**src/rtl/output_argmax_ctrl.sv**
```systemverilog
// MLP output stage: snapshots all output neurons on the rising edge of `done`,
// scans them through one signed comparator and reports the winning class.
module output_argmax_ctrl #(
  parameter int NUM_OUT = 10,
  parameter int DATA_W  = 16,
  parameter int IDX_W   = 4
) (
  input  logic                      clk,
  input  logic                      rst,
  input  logic                      done,
  input  logic [NUM_OUT*DATA_W-1:0] in_bus,
  output logic                      busy,
  output logic                      finished,
  output logic [IDX_W-1:0]          class_idx,
  output logic [DATA_W-1:0]         max_val,
  output logic                      overrun,
  output logic                      state_dbg
);

  // Handshake: `done` is a level; only its rising edge in IDLE starts a frame.
  // `finished` is a one-cycle strobe with class_idx/max_val valid alongside it;
  // there is no back-pressure, and edges arriving while busy only set `overrun`.

  typedef enum logic {IDLE = 1'b0, SCAN = 1'b1} state_t;

  localparam logic [IDX_W-1:0] LAST_IDX = IDX_W'(NUM_OUT - 1);

  state_t              state, state_nx;
  logic                prev_done;
  logic                rise;
  logic                start, step, last;
  logic [DATA_W-1:0]   snap [NUM_OUT];
  logic [DATA_W-1:0]   best_val;
  logic [IDX_W-1:0]    best_idx;
  logic [IDX_W-1:0]    cnt;
  logic [DATA_W-1:0]   cand;
  logic                greater;

  assign rise      = done & ~prev_done;
  assign state_dbg = state;

  always_ff @(posedge clk) begin
    if (rst) state <= IDLE;
    else     state <= state_nx;
  end

  always_comb begin
    state_nx = state;
    case (state)
      IDLE: if (rise) state_nx = SCAN;
      SCAN: if (cnt == LAST_IDX) state_nx = IDLE;
      default: state_nx = IDLE;
    endcase
  end

  always_comb begin
    start   = (state == IDLE) && rise;
    step    = (state == SCAN);
    last    = step && (cnt == LAST_IDX);
    cand    = snap[cnt];
    greater = $signed(cand) > $signed(best_val);
  end

  // Snapshot is pure data; it is only read while scanning, so no reset needed.
  always_ff @(posedge clk) begin
    if (start) begin
      for (int k = 0; k < NUM_OUT; k++) snap[k] <= in_bus[k*DATA_W +: DATA_W];
    end
  end

  always_ff @(posedge clk) begin
    if (rst) begin
      prev_done <= 1'b0;
      busy      <= 1'b0;
      finished  <= 1'b0;
      class_idx <= '0;
      max_val   <= '0;
      overrun   <= 1'b0;
      cnt       <= '0;
      best_val  <= '0;
      best_idx  <= '0;
    end else begin
      prev_done <= done;
      finished  <= 1'b0;
      // Includes the final scan cycle, where busy is still high.
      if (rise && state == SCAN) overrun <= 1'b1;
      if (start) begin
        best_val <= in_bus[DATA_W-1:0];
        best_idx <= '0;
        cnt      <= IDX_W'(1);
        busy     <= 1'b1;
      end
      if (step) begin
        // Strictly greater only, so ties keep the lower index.
        if (greater) begin
          best_val <= cand;
          best_idx <= cnt;
        end
        cnt <= cnt + 1'b1;
        if (last) begin
          class_idx <= greater ? cnt  : best_idx;
          max_val   <= greater ? cand : best_val;
          finished  <= 1'b1;
          busy      <= 1'b0;
          cnt       <= '0;
        end
      end
    end
  end

endmodule

```
**config.mk**
```make
export PLATFORM = sky130hd
export DESIGN_NAME = output_argmax_ctrl
export DESIGN_NICKNAME = d
export VERILOG_FILES = /design/src/rtl/output_argmax_ctrl.sv
export SDC_FILE = /design/constraint.sdc
export NUM_CORES = 1
export LEC_CHECK = 0
export CELL_PAD_IN_SITES_DETAIL_PLACEMENT = 0
export CELL_PAD_IN_SITES_GLOBAL_PLACEMENT = 1
export CORE_ASPECT_RATIO = 1.75
export CORE_MARGIN = 2
export CORE_UTILIZATION = 42
export CTS_BUF_LIST = sky130_fd_sc_hd__clkbuf_16
export CTS_CLUSTER_DIAMETER = 60
export DETAILED_ROUTE_END_ITERATION = 8
export HOLD_SLACK_MARGIN = 0.06
export PLACE_DENSITY_LB_ADDON = 0.15
export SYNTH_ARGS = -nofsm -noshare
export SYNTH_HDL_FRONTEND = slang
export SYNTH_SLANG_ARGS = --single-unit
```
**constraint.sdc**
```tcl
create_clock -name clk -period 9.7 [get_ports clk]
set_input_delay 1.94 -clock clk [delete_from_list [all_inputs] [get_ports clk]]
set_output_delay 1.94 -clock clk [all_outputs]
set_load 0.03 [all_outputs]
```
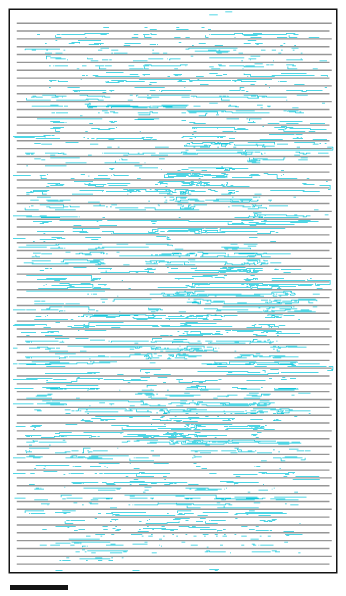
*Met1 routing*
Bar = 20 um. Supply wires on this layer in gray.
- longest straight run: 31.7 um
- share of all routed wire: 37%
- nets with wire on the layer: 835
- main direction: horizontal
- wire length on this layer: 7340 um

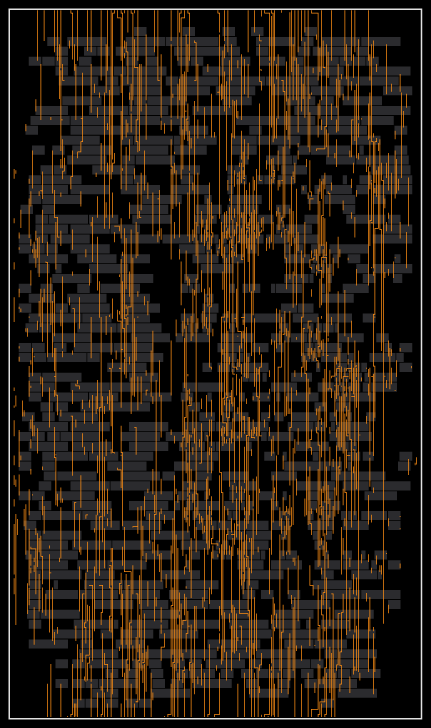
*Signal wires on met2*
- share of all routed wire: 55%
- wire length on this layer: 11000 um
- main direction: vertical
- longest straight run: 122 um
GR Util met2: 0.331
vias post-DR: 5311
drt total wl: 19.9 mm

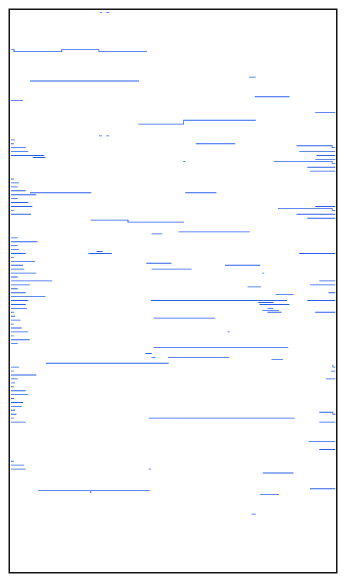
*M3 wires*
- share of all routed wire: 5.5%
- longest straight run: 50.4 um
- main direction: horizontal
- nets with wire on the layer: 111
- wire length on this layer: 1090 um

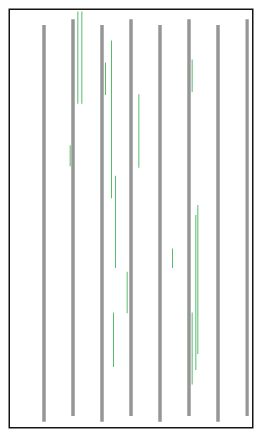
*Met4 routing*
Supply wires on this layer in gray.
- longest straight run: 73.4 um
- main direction: vertical
- wire length on this layer: 503 um

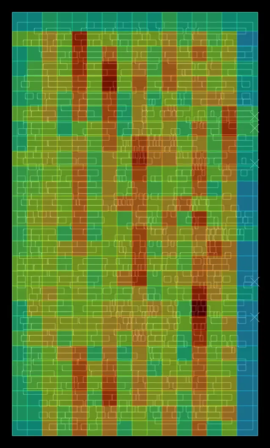
*Congestion heat map*
routing usage on met3: 0.0304
met1 GRT Util: 0.210
layer with the highest usage after global routing: met2
global routing usage summed across all routing layers: 0.179
routed length per placed instance: 20.0 um

==> metrics.json <==
{
  "outcome": {"value": "finished, violations left"},
  "maxCapViolations": {"value": 0},
  "setup_violating_endpoint_count_in_the_final_report": {"value": 0},
  "detail_route.first_pass.iterations": {"value": 7},
  "cts_root_buffer": {"value": "clkbuf_16"},
  "combGateArea": {"value": 2680, "unit": "um^2"},
  "die-width": {"value": 113, "unit": "um"},
  "rsz_0062_raised_after_global_routing": {"value": "false"},
  "yosysTopAreaCellShare": {"value": 0.549},
  "dominantRegCellSynth": {"value": "edfxtp_1"},
  "reg2reg_depth": {"value": 9},
  "tritoncts_num_sinks": {"value": 213},
  "violated_checks": {"value": "design-rule violations"},
  "ys_seq_elements": {"value": 213},
  "cts_htree_levels": {"value": 1},
  "drcViolationCount": {"value": 5},
  "critPathKind": {"value": "flip-flop to flip-flop"},
  "boundaryPins": {"value": 187},
  "cts_tree": {"value": "yes"},
  "grt_pass1_wl": {"value": 30.6, "unit": "mm"},
  "count_of_cells_along_the_worst_hold_path": {"value": 2},
  "yosys-top-cells-count": {"value": "edfxtp_1 (160), nor2_1 (57), dfxtp_1 (53), mux4_2 (48), clkbuf_1 (30)"},
  "clockPowerShare": {"value": 0.380},
  "p_switching": {"value": 497, "unit": "uW"},
  "routed_wl_met2": {"value": 11.0, "unit": "mm"},
  "netlist_instances": {"value": 558},
  "slew_violations": {"value": 0},
  "synth_dominant_cell_count": {"value": "edfxtp_1"},
  "drt-met1-wl": {"value": 7.34, "unit": "mm"},
  "power.share.combinational": {"value": 0.134},
  "worstMarginPinSlew": {"value": 994, "unit": "ps"},
  "port_buf_inserts": {"value": 186},
  "drt_first_iter_violations": {"value": 355},
  "yosys-top-cells-area": {"value": "edfxtp_1 (55%), mux4_2 (12%), dfxtp_1 (12%)"},
  "fmax": {"value": 197, "unit": "MHz"},
  "gp_congestion": {"value": 0.769},
  "hold_buffers": {"value": 0},
  "via_per_inst": {"value": 5.32},
  "synth_warnings": {"value": 0},
  "fp_util": {"value": 0.430},
  "asyncSetResetFlopFracSynth": {"value": 0},
  "worst-endpoint-arrival": {"value": 5450, "unit": "ps"},
  "syn_area": {"value": 8750, "unit": "um^2"},
  "post_cts.repair.setup_buffers": {"value": 0},
  "finalClockSkew": {"value": 14.3, "unit": "ps"},
  "num_rows": {"value": 69},
  "post-route-cell-area": {"value": 11500, "unit": "um^2"},
  "final_hold_viol_count": {"value": 0},
  "slew_headroom": {"value": 0.337},
  "worstSetupStartpointType": {"value": "flip-flop"},
  "power_density": {"value": 189, "unit": "nW/um^2"},
  "syn-mean-instance-area": {"value": 15.7, "unit": "um^2"},
  "yosys.cell_types.count": {"value": 41},
  "period_needed": {"value": 5070, "unit": "ps"},
  "area_growth_syn_to_layout": {"value": 31.7, "unit": "%"},
  "die_area": {"value": 22100, "unit": "um^2"},
  "drive_gt1_frac": {"value": 0.140},
  "end_kind": {"value": "flip-flop"},
  "resized_gates_after_cts": {"value": 0},
  "seqPwrFrac": {"value": 0.487},
  "post-route-period-util": {"value": 0.523},
  "drtAntennaViolNets": {"value": 0},
  "cts_buf_count": {"value": 21},
  "first_global_vias": {"value": 5800},
  "grt-ovfl-total": {"value": 0},
  "power_switching_share": {"value": 0.228},
  "fillerInstances": {"value": 1633},
  "post_synth_tally_of_flip_flops_with_integrated_enable": {"value": 160},
  "hpwl": {"value": 13.8, "unit": "mm"},
  "num_antenna_cells": {"value": 0},
  "worstPathRequired": {"value": 10080, "unit": "ps"},
  "hold_path.class": {"value": "flip-flop to flip-flop"},
  "grt_max_degree": {"value": 75},
  "intPower": {"value": 1680, "unit": "uW"},
  "cts_buffer_depth": {"value": 3},
  "highest_layer": {"value": "met4"},
  "synth_nets": {"value": 739},
  "dieHeight": {"value": 195, "unit": "um"},
  "synth_stat.cells": {"value": 558},
  "cell_area_placed": {"value": 10800, "unit": "um^2"},
  "final-seq-area": {"value": 5870, "unit": "um^2"},
  "synth_chip_area": {"value": 8750, "unit": "um^2"},
  "fin_nets": {"value": 917},
  "yosys.stat.seqShare": {"value": 0.670},
  "power.static_leakage": {"value": 0.00384, "unit": "uW"},
  "critical_path_fanout_max": {"value": 32},
  "fp.coreArea": {"value": 20400, "unit": "um^2"},
  "routed-wl-met3": {"value": 1.09, "unit": "mm"},
  "hold_ws": {"value": 464, "unit": "ps"},
  "cts.reportedPaths.clkPinSlew": {"value": 60, "unit": "ps"},
  "totalNegativeSetupSlack": {"value": 0, "unit": "ps"},
  "tool_warnings": {"value": 27},
  "worst_skew_pair.late_latency": {"value": 500, "unit": "ps"},
  "vdd_ir_drop_max": {"value": 145, "unit": "uV"},
  "library_cell_occupying_the_most_area_in_the_post_synthesis_netlist": {"value": "edfxtp_1"},
  "number_of_antenna_violations_at_the_first_check_in_global_routing": {"value": 0}
}
## power by group through the flow
stage | Sequential, uW | Combinational [uW] | Clock (uW)
2_1_floorplan | 1080 | 175 | 0
3_3_place_gp | 1080 | 289 | 0
3_5_place_dp | 1080 | 295 | 0
4_1_cts | 1060 | 296 | 849
5_1_grt | 1070 | 321 | 885
6_report | 1060 | 291 | 827
## path summary, 6_finish.rpt
kind           startpoint            to  slack, ps
min reg2reg  class_idx[2]  class_idx[2]        460
min          class_idx[2]  class_idx[2]        460
max             flip-flop   best_val[6]       4630
max reg2reg     flip-flop   best_val[6]       4630
## cell families after synthesis
kind of cell,Yosys count,share of synthesized area
flip-flops,213,0.670
buffers and inverters,57,0.0259
AND-OR/OR-AND,80,0.0612
AND/OR/NAND/NOR,122,0.0686
adder cells (fa/ha/maj),18,0.0257
multiplexers,68,0.149
## critical path: stages, from the launching register on
cell and delay [ps]:
dfxtp_2 310, buf_4 570, mux4_2 600, mux4_2 500, ha_1 390, nand4_1 210
nor4_1 850, o31ai_4 370, a21oi_4 700, mux2_2 410
## routing by layer
metal | track usage | up-vias
met2 | 0.331 | 159
li1 | - | 2522
met3 | 0.0304 | 32
met4 | 0.0542 | 0
met1 | 0.210 | 2598
met5 | 0 | -
## state kept, by name (all words and copies together), names as in the netlist, 4 cells and up, named ones only
register   count
best_idx       4
cnt            4
max_val       16
class_idx      4
snap         160
best_val      16
## cell usage in the layout (no fill, tap or decap), types with 2 or more instances in the layout
master             n
clkdlybuf4s50_1  185
edfxtp_1         160
nor2_1            57
dfxtp_1           50
mux4_2            48
inv_1             24
a21oi_1           23
o21ai_0           21
clkbuf_16         21
nand3_1           20
a311oi_1          18
ha_1              18
nor2b_1           17
mux2_2             9
nor3_1             6
mux2_1             6
buf_4              6
mux2i_1            5
clkinv_1           5
nand4_1            4
or3b_2             4
nand2b_1           4
bufinv_16          4
nand2_1            3
a21o_1             3
a211oi_1           3
dfxtp_2            3
clkinv_2           3
nor4_1             2
## final cells by class
type	count	share of cell area
Clock buffer	21	0.0456
Multi-Input combinational cell	288	0.232
Clock inverter	16	0.0146
Timing Repair Buffer	192	0.165
Tap cell	248	0.0269
Inverter	20	0.00651
Sequential cell	213	0.509
## through the flow
stage	util	setup slack (ps)	cells	total power, uW
2_1_floorplan	-	1820	558	1250
3_3_place_gp	0.532	4740	961	1370
3_5_place_dp	0.532	4590	961	1380
4_1_cts	0.566	4540	998	2210
5_1_grt	0.566	4230	998	2270
6_report	0.566	4630	998	2180
No activity file was given, so power comes from the tool's default toggle rates.
